### src/rtl/fifo_rd_packer.sv
// Read-domain consumer of the async FIFO: pops words, packs RATIO of them into one
// wide beat on a valid/ready stream, and flushes partial packs on timeout or request.
module fifo_rd_packer #(
  parameter int DSIZE   = 8,
  parameter int RATIO   = 4,
  parameter int TIMEOUT = 16
) (
  input  logic                   rclk,
  input  logic                   rrst,
  input  logic [DSIZE-1:0]       rdata,
  input  logic                   rempty,
  output logic                   rinc,
  input  logic                   flush,
  output logic [DSIZE*RATIO-1:0] out_data,
  output logic [RATIO-1:0]       out_keep,
  output logic                   out_valid,
  input  logic                   out_ready,
  output logic                   busy
);

  localparam int CW   = (RATIO > 1) ? $clog2(RATIO) : 1;
  localparam int IW   = (TIMEOUT > 0) ? $clog2(TIMEOUT + 1) : 1;
  localparam int TRIG = (TIMEOUT > 0) ? TIMEOUT - 1 : 0;

  localparam logic [CW-1:0] LAST     = CW'(RATIO - 1);
  localparam logic [IW-1:0] IDLE_MAX = IW'(TIMEOUT);
  localparam logic [IW-1:0] IDLE_TRG = IW'(TRIG);

  localparam logic [1:0] S_IDLE   = 2'd0;
  localparam logic [1:0] S_ACCUM  = 2'd1;
  localparam logic [1:0] S_FLUSHW = 2'd2;

  logic [1:0]                   state;
  logic [CW-1:0]                pack_cnt;
  logic [IW-1:0]                idle_cnt;
  logic [DSIZE*(RATIO-1)-1:0]   pack_data;

  logic                         slot_free;
  logic                         pop;
  logic                         complete;
  logic                         timeout_hit;
  logic                         flush_go;
  logic [DSIZE*RATIO-1:0]       flush_data;
  logic [RATIO-1:0]             flush_keep;

  assign slot_free   = !out_valid || out_ready;
  assign rinc        = !rrst && !rempty && ((pack_cnt != LAST) || slot_free);
  assign pop         = rinc;
  assign complete    = pop && (pack_cnt == LAST);
  assign timeout_hit = (TIMEOUT != 0) && (idle_cnt == IDLE_TRG);
  assign flush_go    = (state == S_FLUSHW) && !pop && slot_free;
  assign busy        = (pack_cnt != '0) || out_valid;

  // Slots above pack_cnt may hold words of an earlier pack, so they are masked off.
  always_comb begin
    flush_data = '0;
    flush_keep = '0;
    for (int i = 0; i < RATIO; i++) begin
      if (CW'(i) < pack_cnt) begin
        flush_keep[i] = 1'b1;
      end
    end
    for (int i = 0; i < RATIO - 1; i++) begin
      if (CW'(i) < pack_cnt) begin
        flush_data[i*DSIZE +: DSIZE] = pack_data[i*DSIZE +: DSIZE];
      end
    end
  end

  always_ff @(posedge rclk) begin
    if (rrst) begin
      pack_data <= '0;
    end else if (pop && !complete) begin
      for (int i = 0; i < RATIO - 1; i++) begin
        if (pack_cnt == CW'(i)) begin
          pack_data[i*DSIZE +: DSIZE] <= rdata;
        end
      end
    end
  end

  always_ff @(posedge rclk) begin
    if (rrst) begin
      pack_cnt <= '0;
      idle_cnt <= '0;
    end else begin
      if (complete || flush_go) begin
        pack_cnt <= '0;
      end else if (pop) begin
        pack_cnt <= pack_cnt + 1'b1;
      end
      if (pop || flush_go) begin
        idle_cnt <= '0;
      end else if ((state != S_IDLE) && (idle_cnt != IDLE_MAX)) begin
        idle_cnt <= idle_cnt + 1'b1;
      end
    end
  end

  // A pop always wins over a pending flush; the flush retries on the next idle cycle.
  always_ff @(posedge rclk) begin
    if (rrst) begin
      state <= S_IDLE;
    end else begin
      case (state)
        S_IDLE: begin
          if (pop) begin
            state <= S_ACCUM;
          end
        end
        S_ACCUM: begin
          if (complete) begin
            state <= S_IDLE;
          end else if (flush || (!pop && timeout_hit)) begin
            state <= S_FLUSHW;
          end
        end
        S_FLUSHW: begin
          if (complete || flush_go) begin
            state <= S_IDLE;
          end
        end
        default: state <= S_IDLE;
      endcase
    end
  end

  always_ff @(posedge rclk) begin
    if (rrst) begin
      out_valid <= 1'b0;
      out_data  <= '0;
      out_keep  <= '0;
    end else if (complete) begin
      out_valid <= 1'b1;
      out_data  <= {rdata, pack_data};
      out_keep  <= '1;
    end else if (flush_go) begin
      out_valid <= 1'b1;
      out_data  <= flush_data;
      out_keep  <= flush_keep;
    end else if (out_valid && out_ready) begin
      out_valid <= 1'b0;
    end
  end

endmodule
### config.mk
export PLATFORM = sky130hd
export DESIGN_NAME = fifo_rd_packer
export DESIGN_NICKNAME = d
export VERILOG_FILES = /design/src/rtl/fifo_rd_packer.sv
export SDC_FILE = /design/constraint.sdc
export NUM_CORES = 1
export LEC_CHECK = 0
export CAP_MARGIN = 40
export CORE_MARGIN = 1.5
export CORE_UTILIZATION = 33
export DETAILED_ROUTE_END_ITERATION = 7
export SYNTH_ARGS = -nofsm -noshare
export SYNTH_HDL_FRONTEND = slang
export SYNTH_SLANG_ARGS = --single-unit
### constraint.sdc
create_clock -name rclk -period 3.16 [get_ports rclk]
set_input_delay 0.632 -clock rclk [delete_from_list [all_inputs] [get_ports rclk]]
set_output_delay 0.632 -clock rclk [all_outputs]
set_load 0.02 [all_outputs]
==> flow_summary_export.csv, run 1 <==
group,metric,value,unit
outcome,status,"finished clean",
clock_network,htree_levels,3,
worst_setup_path,critPathArrivalTime,2.28,ns
logic_synthesis,syn_area,2778,um2
clock_network,cts_tree,"yes",
die,dieArea,8977,um2
power,pg_seq,0.905,mW
logic_synthesis,largest_area_cell,"dfxtp_1",
final_layout,syn_to_final_growth,27.57,%
clock_network,cts_resized,0,
logic_synthesis,ys_cells,306,
logic_synthesis,yosys.area.top_type_share,50.45,%
logic_synthesis,syn_avg_cell_area,9.077,um2
power,p_int,1.245,mW
clock_network,post_cts_buffers,0,
detailed_routing,drc,0,
logic_synthesis,synth.distinct_cells,39,
global_route,antenna_found_initial,0,
die,core,8175,um2
final_layout,layout_top_cells,"70 x dfxtp_1, 55 x nand2_1, 51 x clkdlybuf4s50_1, 36 x a21oi_1, 16 x a22o_1",
global_route,grt_busiest_layer,"met2",
power,p_seq_share,53.2,%
final_layout,comb_area,1227,um2
logic_synthesis,area_leaders,"dfxtp_1 50%, nand2_1 7.4%, a21oi_1 6.5%",
worst_setup_path,critical_path.max_fanout,5,
global_route,use_met2,22.98,%
placement,dp_slack,0.2413,ns
worst_setup_path,crit_path_frequent_cell,"clkdlybuf4s50_1",
clock_network,cts.sinks,70,
final_layout,final_net_count,376,
worst_setup_path,crit_type,"primary input to primary output",
timing,setup_tns,0,ns
min_path,min_path_type,"register to register",
timing,rsz0062_at_grt,"no",
worst_setup_path,path_delay_family,"buffers and inverters",
logic_synthesis,ys.flops,70,
timing,fin_crit,2.915,ns
logic_synthesis,syn_inst,306,
logic_synthesis,synthTopCellsByCount,"70 x dfxtp_1, 55 x nand2_1, 36 x a21oi_1",
detailed_routing,highest_layer,"met4",
final_layout,postLayoutCellArea,3543,um2
min_path,min_to,"out_keep[3]",
final_layout,reg_top3,"out_data (32), pack_data (24), idle_cnt (5)",
timing,drv_slew,0,
power,top_power_group,"sequential cells",
timing,finalHoldViolCount,0,
run,cap_violations,0,
clock_network,clk_path_buf_depth,2,
detailed_routing,drtAntennaViolNets,0,
die,die_h,94.75,um
final_layout,clock_area_share,5.261,%
min_path,min_path_cells,2,
global_route,use_met1,21.39,%
final_layout,drive_above_1_share,7.500,%
power,p_leak,1.245,nW
global_route,grt_pass1_vias,2179,
logic_synthesis,yosysWarnings,0,
clock_network,clkSlewWorstSetupHoldPaths,0.07,ns
worst_setup_path,crit_path_end_kind,"primary output",
detailed_routing,drt_pre_antenna_iters,4,
timing,period_used_share,92.26,%
final_layout,final_core_util,43.34,%
worst_setup_path,r2r-start,"pack_cnt[0]",
timing,holdWs,0.4545,ns
logic_synthesis,syn_nets,327,
global_route,grt_start_max_net_pins,58,
-- run 1: logic make-up after synthesis --
kind of cell / synth area share (%)
and+or+nand+nor: 20.18
AOI/OAI and AO/OA: 18.74
DFF: 50.45
buffers and inverters: 5.360
adders and majority gates: 3.604
xor gates and xnor gates: 0.9461
muxes: 0.7207
-- run 1: worst max-delay path by stage --
stage / start / to / depth (start not counted)
6_report: out_ready / rinc / 5
5_1_grt: out_ready / rinc / 5
4_1_cts: out_ready / rinc / 5
3_5_place_dp: out_ready / rinc / 5
3_3_place_gp: out_ready / rinc / 5
2_1_floorplan: rempty / rinc / 4
-- run 1: worst register-to-register path, stage by stage (launching register included) --
cell and delay [ns]:
dfxtp_1 0.42, ha_1 0.27, inv_2 0.08, or3_1 0.53
and2_1 0.48, a22o_1 0.34
==> run_1/wires.png <==
Only two layers are drawn.
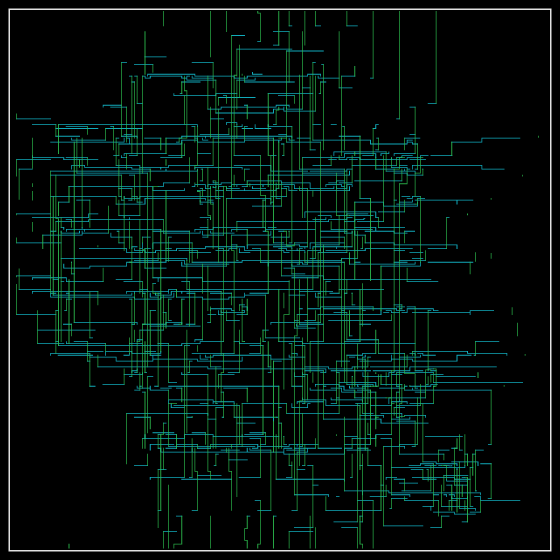
metal 2 -> green  # wire length 2900 um
metal 1 -> cyan  # wire length 3200 um

==> run_1/flops_by_reg.png <==
The bar under the picture is 20 um long. Other sequential cells in the stronger gray, the rest of the logic in the fainter gray.
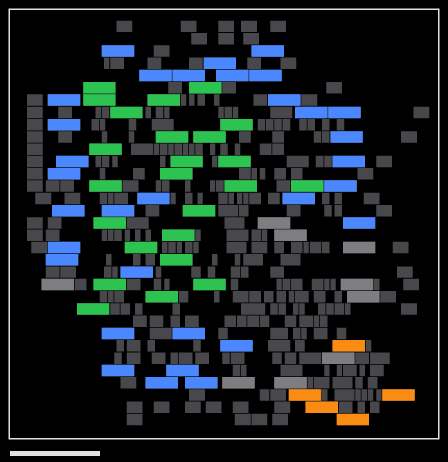
pack_data -> green  # placed flops 24
out_data -> blue  # placed flops 32, where spread over the die
idle_cnt -> orange  # placed flops 5, where bottom right
not colored = 9

==> run_1/clocks.png <==
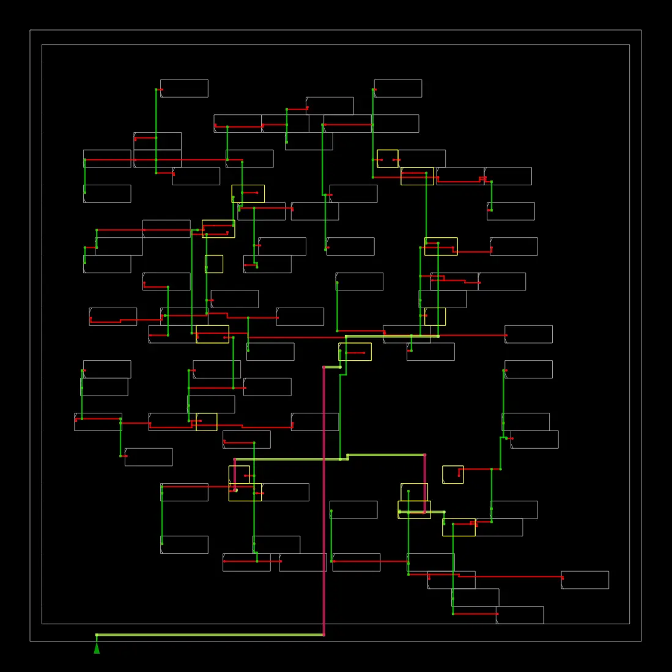
worst skew pair latency: 0.35 ns
Clock group: 0.678 mW
TritonCTS buffer count: 9

==> run_1/logic_types.png <==
The bar under the picture is 20 um long.
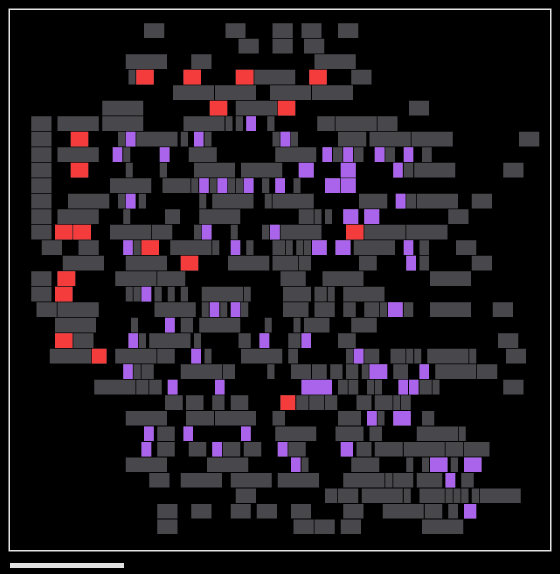
AND-OR and OR-AND gates -> red  # cells 18
inverting AOI/OAI gates -> purple  # cells 63
Final Instance Count excl. Fillers: 465
logic share of the area: 34.64%
most numerous logic cell after layout: dfxtp_1

==> run 2: changes to the inputs <==
--- a/config.mk
+++ b/config.mk
@@ -8,7 +8,10 @@
 export CAP_MARGIN = 40
 export CORE_MARGIN = 1.5
 export CORE_UTILIZATION = 33
+export CTS_BUF_LIST = sky130_fd_sc_hd__clkbuf_4 sky130_fd_sc_hd__clkbuf_8
 export DETAILED_ROUTE_END_ITERATION = 7
+export PLACE_DENSITY = 0.56
+export SETUP_SLACK_MARGIN = 0.4
 export SYNTH_ARGS = -nofsm -noshare
 export SYNTH_HDL_FRONTEND = slang
 export SYNTH_SLANG_ARGS = --single-unit
==> run_2/clocks.png <==
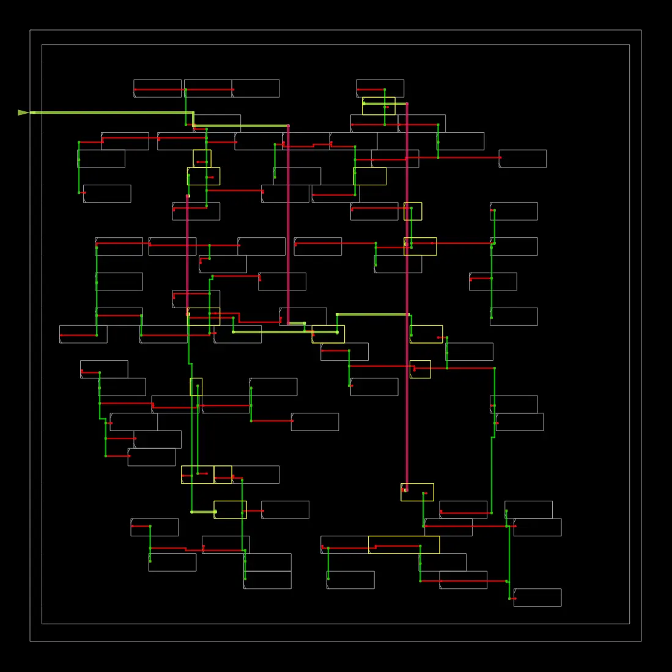
Clock Skew: 0.009859 ns
sequential cell count: 70
Clock Buffer Count: 11
clock sink count: 70

==> run_2/flops_by_reg.png <==
The bar under the picture is 20 um long. Other sequential cells in the stronger gray, the rest of the logic in the fainter gray.
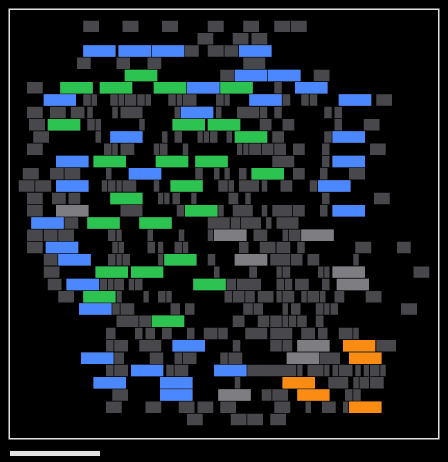
idle_cnt -> orange  # placed flops 5, where bottom right
pack_data -> green  # placed flops 24
out_data -> blue  # placed flops 32, where spread over the die
Layout Utilization: 43.54%
sequential cell area share: 39.37%
Sequential Area: 1401 um2
P_seq: 0.905 mW

==> flow_summary_export.csv, run 2 <==
group,metric,value,unit
outcome,status,"finished clean",
run,cap_violations,0,
min_path,min_path_type,"register to register",
min_path,min_path_cells,2,
final_layout,syn_to_final_growth,28.15,%
timing,setup_tns,0,ns
final_layout,layout_top_cells,"70 x dfxtp_1, 55 x nand2_1, 50 x clkdlybuf4s50_1, 36 x a21oi_1, 16 x a22o_1",
logic_synthesis,ys_cells,306,
power,pg_clk,0.730,mW
final_layout,comb_area,1227,um2
clock_network,clk_latency,0.35,ns
detailed_routing,vias,2258,
min_path,min_to,"pack_data[20]",
logic_synthesis,largest_area_cell,"dfxtp_1",
logic_synthesis,syn_inst,306,
placement,dp_slack,0.2356,ns
clock_network,htree_levels,3,
worst_setup_path,crit_path_end_kind,"primary output",
worst_setup_path,worstSetupStartpoint,"out_ready",
final_layout,inv_count,9,
clock_network,clkSlewWorstSetupHoldPaths,0.07,ns
power,top_power_group,"sequential cells",
worst_setup_path,r2r-start,"pack_cnt[0]",
global_route,grt_pass1_vias,2221,
clock_network,post_cts_buffers,0,
global_route,use_met1,21.05,%
timing,rsz0062_at_grt,"no",
worst_setup_path,crit_type,"primary input to primary output",
logic_synthesis,synth.distinct_cells,39,
detailed_routing,drtAntennaViolNets,0,
clock_network,cts_resized,2,
logic_synthesis,yosysWarnings,0,
worst_setup_path,critical_path.max_fanout,5,
logic_synthesis,yosys.area.top_type_share,50.45,%
die,dieArea,8977,um2
detailed_routing,highest_layer,"met4",
die,nWellTaps,105,
power,p_int,1.339,mW
final_layout,final_net_count,376,
worst_setup_path,endpoint,"rinc",
final_layout,buf_share,15.78,%
final_layout,comb_share,34.48,%
logic_synthesis,syn_avg_cell_area,9.077,um2
timing,period_used_share,82.36,%
final_layout,stdcell_count,465,
logic_synthesis,synthTopCellsByCount,"70 x dfxtp_1, 55 x nand2_1, 36 x a21oi_1",
die,die_h,94.75,um
logic_synthesis,ys.flops,70,
global_route,grt_start_max_net_pins,58,
detailed_routing,drc,0,
timing,fin_crit,2.603,ns
clock_network,clk_path_buf_depth,2,
global_route,antenna_found_initial,0,
clock_network,cts_tree,"yes",
global_route,grt_busiest_layer,"met2",
power,p_seq_share,51.6,%
timing,drv_slew,0,
detailed_routing,drt_pre_antenna_iters,4,
die,core,8175,um2
logic_synthesis,syn_area,2778,um2
global_route,use_met2,23.57,%
final_layout,clock_area_share,5.729,%
final_layout,lay_top_count,"dfxtp_1",
logic_synthesis,syn_nets,327,
worst_setup_path,reg2reg_slack,0.95,ns
power,p_leak,1.254,nW
## run 2: cell families (layout without fill, tap and decap cells)
family | count (synthesis) | after routing | synth area share, %
multiplexers | 2 | 2 | 0.7207
buffers and inverters | 29 | 83 | 5.360
XOR/XNOR | 3 | 3 | 0.9461
AND/OR/NAND/NOR | 113 | 113 | 20.18
adder cells (fa/ha/maj) | 8 | 8 | 3.604
AND-OR/OR-AND | 81 | 81 | 18.74
flip-flops | 70 | 70 | 50.45
## run 2: critical path, cell delays in order
cell,delay [ns]
clkdlybuf4s50_1,0.47
or2b_1,0.30
o21ai_1,0.19
inv_1,0.06
dlygate4sd2_1,0.32
Power is estimated from default activity; no workload was simulated.
